[config.mk]
export PLATFORM = sky130hd
export DESIGN_NAME = out_port_rr_arbiter
export DESIGN_NICKNAME = d
export VERILOG_FILES = /design/src/rtl/out_port_rr_arbiter.sv
export SDC_FILE = /design/constraint.sdc
export NUM_CORES = 1
export LEC_CHECK = 0
export CORE_MARGIN = 2
export CORE_UTILIZATION = 55
export CTS_CLUSTER_SIZE = 10
export DETAILED_ROUTE_END_ITERATION = 10
export GPL_ROUTABILITY_DRIVEN = 0
export PLACE_DENSITY = 0.83
export SETUP_SLACK_MARGIN = 0.3
export SLEW_MARGIN = 10
export SYNTH_ARGS = -nofsm -noshare
export SYNTH_HDL_FRONTEND = slang
export SYNTH_SLANG_ARGS = --single-unit
[constraint.sdc]
create_clock -name clk -period 7.25 [get_ports clk]
set_input_delay 1.45 -clock clk [delete_from_list [all_inputs] [get_ports clk]]
set_output_delay 1.45 -clock clk [all_outputs]
set_load 0.02 [all_outputs]
[src/rtl/out_port_rr_arbiter.sv]
// Per-output-port wormhole arbiter: grants one input whose head flit targets this port and holds it until the tail crosses.
// Grant one cycle after request; one idle arbitration cycle after each tail; grant ignores buffer_req while locked.
module out_port_rr_arbiter #(
  parameter int NUM_PORTS    = 5,
  parameter int PORT_ADDRESS = 0,
  parameter int DPORT_W      = 3,
  parameter int RR_MODE      = 1,
  parameter int OWN_W        = (NUM_PORTS > 1) ? $clog2(NUM_PORTS) : 1
) (
  input  logic                         clk,
  input  logic                         rst,
  input  logic [NUM_PORTS-1:0]         buffer_req,
  input  logic [NUM_PORTS*DPORT_W-1:0] buffer_dport,
  input  logic                         flit_xfer,
  input  logic                         flit_tail,
  output logic [NUM_PORTS-1:0]         buffer_grant,
  output logic                         busy,
  output logic [OWN_W-1:0]             owner
);

  typedef enum logic {IDLE = 1'b0, LOCKED = 1'b1} state_t;

  state_t                 state;
  logic [OWN_W-1:0]       rr_ptr;
  logic [NUM_PORTS-1:0]   cand;
  logic [OWN_W-1:0]       search_start;
  logic [OWN_W-1:0]       win;
  logic [OWN_W-1:0]       win_next;
  logic [NUM_PORTS-1:0]   win_oh;

  // First set bit of c scanning upward from start, wrapping at NUM_PORTS.
  function automatic logic [OWN_W-1:0] pick_winner(input logic [NUM_PORTS-1:0] c,
                                                   input logic [OWN_W-1:0]     start);
    int   idx;
    logic found;
    pick_winner = '0;
    found       = 1'b0;
    for (int k = 0; k < NUM_PORTS; k++) begin
      idx = int'(start) + k;
      if (idx >= NUM_PORTS) idx = idx - NUM_PORTS;
      if (!found && c[idx]) begin
        pick_winner = OWN_W'(idx);
        found       = 1'b1;
      end
    end
  endfunction

  always_comb begin
    cand = '0;
    for (int i = 0; i < NUM_PORTS; i++) begin
      cand[i] = buffer_req[i] &&
                (buffer_dport[i*DPORT_W +: DPORT_W] == DPORT_W'(PORT_ADDRESS));
    end
  end

  // Fixed priority is round-robin with the search pinned at index 0.
  assign search_start = (RR_MODE != 0) ? rr_ptr : '0;
  assign win          = pick_winner(cand, search_start);
  assign win_next     = (win == OWN_W'(NUM_PORTS - 1)) ? '0 : win + OWN_W'(1);

  always_comb begin
    win_oh      = '0;
    win_oh[win] = 1'b1;
  end

  always_ff @(posedge clk or posedge rst) begin
    if (rst) begin
      state        <= IDLE;
      buffer_grant <= '0;
      busy         <= 1'b0;
      owner        <= '0;
      rr_ptr       <= '0;
    end else begin
      case (state)
        IDLE: begin
          if (|cand) begin
            state        <= LOCKED;
            buffer_grant <= win_oh;
            busy         <= 1'b1;
            owner        <= win;
            if (RR_MODE != 0) rr_ptr <= win_next;
          end
        end
        LOCKED: begin
          // Only the tail crossing the switch ends the packet; request drops are ignored.
          if (flit_xfer && flit_tail) begin
            state        <= IDLE;
            buffer_grant <= '0;
            busy         <= 1'b0;
          end
        end
        default: begin
          state        <= IDLE;
          buffer_grant <= '0;
          busy         <= 1'b0;
        end
      endcase
    end
  end

endmodule

**Run 1: clock nets**

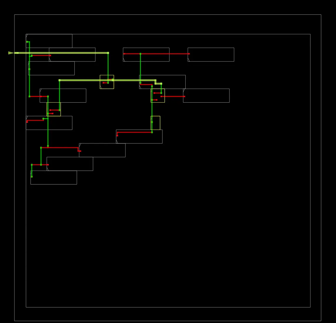
clock sink count: 13
# clk buffers: 3
clk_skew: 1.91 ps

**Run 1: logic cells by family**

(6 px per µm)
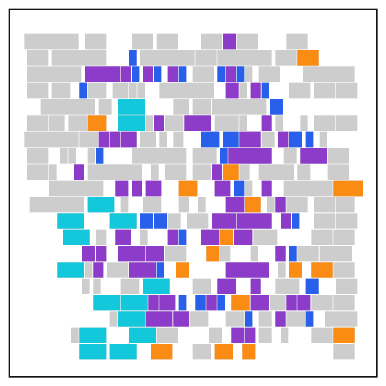
purple -> inverting AOI/OAI gates  # cells 55
blue -> NAND gates  # cells 28
orange -> AND and OR gates  # cells 16
cyan -> adder and majority cells  # cells 15
fin cells: 281
most numerous logic cell after layout: clkdlybuf4s50_1
logic share of the area: 64.2%

==> flow_summary.json, run 1 <==
{
  "outcome": "finished clean",
  "rsz0062_at_grt": "no",
  "hold_viol_final": 0,
  "warnings": 37,
  "grt_start_max_net_pins": 25,
  "grt_overflow": 0,
  "synthesis.nets": 247,
  "fp_util_pct": 58.1,
  "top_layer_used": "met4",
  "place_ws_ps": 2580,
  "netlist_area_mm2": 0.00179,
  "fin_tns_setup_ps": 0,
  "antenna_cells": 0,
  "chipArea_mm2": 0.00372,
  "placed_area_mm2": 0.00211,
  "holdWs_ps": 484,
  "wl_met3_um": 294,
  "ys_cells": 208,
  "use_met3_pct": 3.57,
  "ys_sh_adder_pct": 10.5,
  "postRouteAntennaNets": 0,
  "cts-root-buf": "clkbuf_4",
  "mux_share_pct": 5.25,
  "top_usage_layer": "met2",
  "avgSynthCellArea_um2": 8.60,
  "ys_sh_aoi_pct": 31.8,
  "end_kind": "register",
  "endpoint": "rr_ptr[2]",
  "clkLatencyLatePin_ps": 270,
  "reg2reg_to": "rr_ptr[2]",
  "dpl.cell_count": 277,
  "synth.cellmix.simpleShare_pct": 27.4,
  "grt_pass1_wl_um": 7020,
  "synth_cell_types": 70,
  "yosysMostFrequentCell": "nand2_1",
  "die_w_um": 61.0,
  "synthFlopType": "dfrtp_1",
  "holdPathEnd": "owner[1]"
}
**Run 1: metal layers overlaid**

(4 px per µm) Only two layers are drawn.
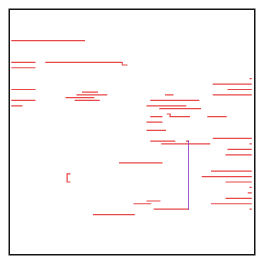
purple -> met4  # wire length 17.0 µm
red -> met3  # wire length 294 µm
Total GRT Usage: 24.6%
final wirelength: 4390 µm
DR WL/cell: 15.6 µm

run 1: state kept, by name, indices dropped and copies added, names as in the netlist:
signal	cells
buffer_grant	5
owner	3
busy	1
rr_ptr	3
state	1
run 1: critical path, cell delays in order (launching register included):
cell and delay [ps]:
dfrtp_1 840, inv_1 390, ha_1 310, inv_1 60
ha_1 320, o31a_1 290, o22ai_2 310, mux4_2 580
a21oi_1 220, nand4b_1 220, o22a_1 300, inv_1 150
ha_1 180, o21ai_0 80, o21a_1 170, a22oi_1 150
run 1: cell type report:
type,instances,area [µm²]
inverter,10,37.5
timing repair buffer,32,320
clock inverter,1,5.00
multi-input combinational,178,1380
tap,44,55.1
clock buffer,3,22.5
fill,258,937
sequential,13,325
**Run 1: ports around the boundary**

(6 px per µm) Pins as bars across the die edge, other pins in gray.
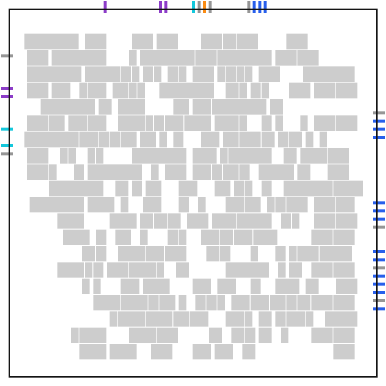

--- run 2 (diff from run 1) ---
- CORE_UTILIZATION: 55 -> 48
- PLACE_DENSITY: 0.83 -> 0.77
- clock period: 7.25 -> 4.1 ns (I/O delays scaled with it)
**Run 2: ports around the boundary**

(6 px per µm) Pins as bars across the die edge, other pins in gray.
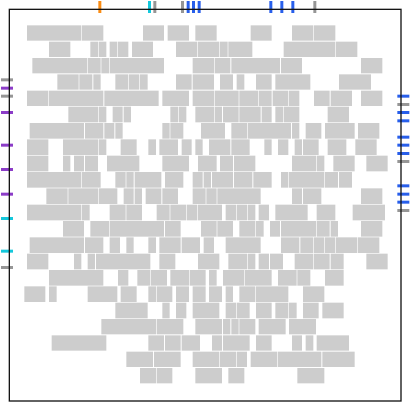
orange -> flit_tail  # pins 1, direction input, edge top
blue -> buffer_dport  # pins 15, direction input, edge 9 right, 6 top
purple -> buffer_grant  # pins 5, direction output, edge left
cyan -> owner  # pins 3, direction output, edge 2 left, 1 top
all pins by edge = 12 right, 11 top, 10 left
DIE WIDTH: 65.0 µm
Die Height: 65.0 µm
I/O Buffers: 32

==> flow_summary.json, run 2 <==
{
  "ys_sh_adder_pct": 10.5,
  "cts-root-buf": "clkbuf_8",
  "synthesis.nets": 247,
  "avgSynthCellArea_um2": 8.60,
  "hold_viol_final": 0,
  "grt_overflow": 0,
  "crit_family": "AND-OR/OR-AND gates",
  "antenna_cells": 0,
  "path_depth": 14,
  "reg2reg_to": "rr_ptr[2]",
  "grt_start_max_net_pins": 24,
  "wl_um": 4900,
  "rsz0062_at_grt": "no",
  "cp_slowest_stage_delay_ps": 570,
  "wire_per_inst_um": 15.8,
  "grt_usage_pct": 23.0,
  "largest_register": "buffer_grant",
  "chipArea_mm2": 0.00423,
  "ys_cells": 208,
  "endpoint": "rr_ptr[2]",
  "crit_chain": "clkdlybuf4s50_1 > or4b_4 > o311ai_2 > o32a_2 > a211oi_4 > nor3_2 > a41oi_2 > o31a_1 > o22a_1 > inv_2 > ha_2 > o21ai_0 > o21a_1 > a22oi_1",
  "fin_tns_setup_ps": 0,
  "clkLatencyLatePin_ps": 240,
  "holdWs_ps": 486,
  "cp_slowest_cell": "or4b_4",
  "largest_reg_flops": 5,
  "netlist_area_mm2": 0.00179,
  "fin_cells": 311,
  "synth.cellmix.simpleShare_pct": 27.4,
  "warnings": 38,
  "outcome": "finished clean",
  "yosysMostFrequentCell": "nand2_1",
  "synthFlopType": "dfrtp_1",
  "holdPathEnd": "owner[1]",
  "grt_pass1_wl_um": 7710,
  "postRouteAntennaNets": 0
}
==> run 2: cell count changes in the layout (fill, tap and decap cells not counted), sizes merged <==
cell	before	now
inv	9	7
clkinv	2	1
clkbuf	3	4
clkinvlp	0	2
buf	0	26
==> run 2: per-layer routing <==
metal	up-vias	part of all wire [%]	wire, µm	global-route usage, %
li1	915	-	-	-
met1	869	41	2030	28.2
met2	75	49	2420	39.3
met3	20	5.1	250	1.74
met4	0	4.3	210	13.8
met5	-	0	0	0
==> run 2: layout make-up <==
class / instances / area (µm²)
Tap cell: 48 / 60.1
Fill cell: 306 / 1190
Sequential cell: 13 / 325
Clock buffer: 4 / 45.0
Inverter: 10 / 45.0
Timing Repair Buffer: 58 / 523
Multi-Input combinational cell: 178 / 1450
--- run 3 (diff from run 2) ---
- CTS_CLUSTER_SIZE: 10 -> default
- SLEW_MARGIN: 10 -> 20
**Run 3: logic cells by family**

(6 px per µm)
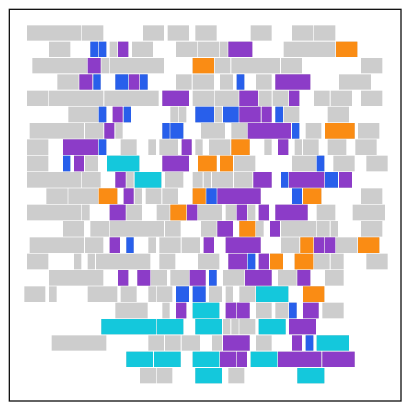
cyan -> adder and majority cells  # cells 15, where bottom center
orange -> AND and OR gates  # cells 16
purple -> inverting AOI/OAI gates  # cells 55
blue -> NAND gates  # cells 28
logic share of the area: 59.2%
fin cells: 311

==> flow_summary.json, run 3 <==
{
  "nNonClkInverters": 10,
  "port_buffers": 32,
  "outcome": "finished clean",
  "fin_tns_setup_ps": 0,
  "die_w_um": 65.0,
  "mi_logic_area_mm2": 0.00145,
  "rsz0062_at_grt": "no",
  "wl_um": 4900,
  "crit_chain": "clkdlybuf4s50_1 > or4b_4 > o311ai_2 > o32a_2 > a211oi_4 > nor3_2 > a41oi_2 > o31a_1 > o22a_1 > inv_2 > ha_2 > o21ai_0 > o21a_1 > a22oi_1",
  "ys_cells": 208,
  "seq_area_share_pct": 13.3,
  "reg2reg_to": "rr_ptr[2]",
  "grt_pass1_wl_um": 7710,
  "hold_viol_final": 0,
  "crit_family": "AND-OR/OR-AND gates",
  "use_met3_pct": 1.74,
  "grtUsageMet2_pct": 39.3,
  "holdWs_ps": 486
}
==> run 3: cell counts after synthesis <==
No cell type changed its count.
==> run 3: kinds of logic after synthesis <==
logic type                 share of synthesized area, %
adders and majority gates                          10.5
xor gates and xnor gates                           1.96
buffers and inverters                              4.90
muxes                                              5.25
and+or+nand+nor                                    27.4
AOI/OAI and AO/OA                                  31.8
DFF                                                18.2
==> run 3: worst reg2reg max path: stages, from the launching register on <==
cell and delay [ps]:
dfrtp_1 390, clkinvlp_4 190, ha_1 390, nand2_1 150, and2_4 210, o32a_2 420
a211oi_4 310, or2_4 200, a41oi_2 140, o31a_1 260, o22a_1 240, inv_2 110
ha_2 170, o21ai_0 70, o21a_1 170, a22oi_1 150
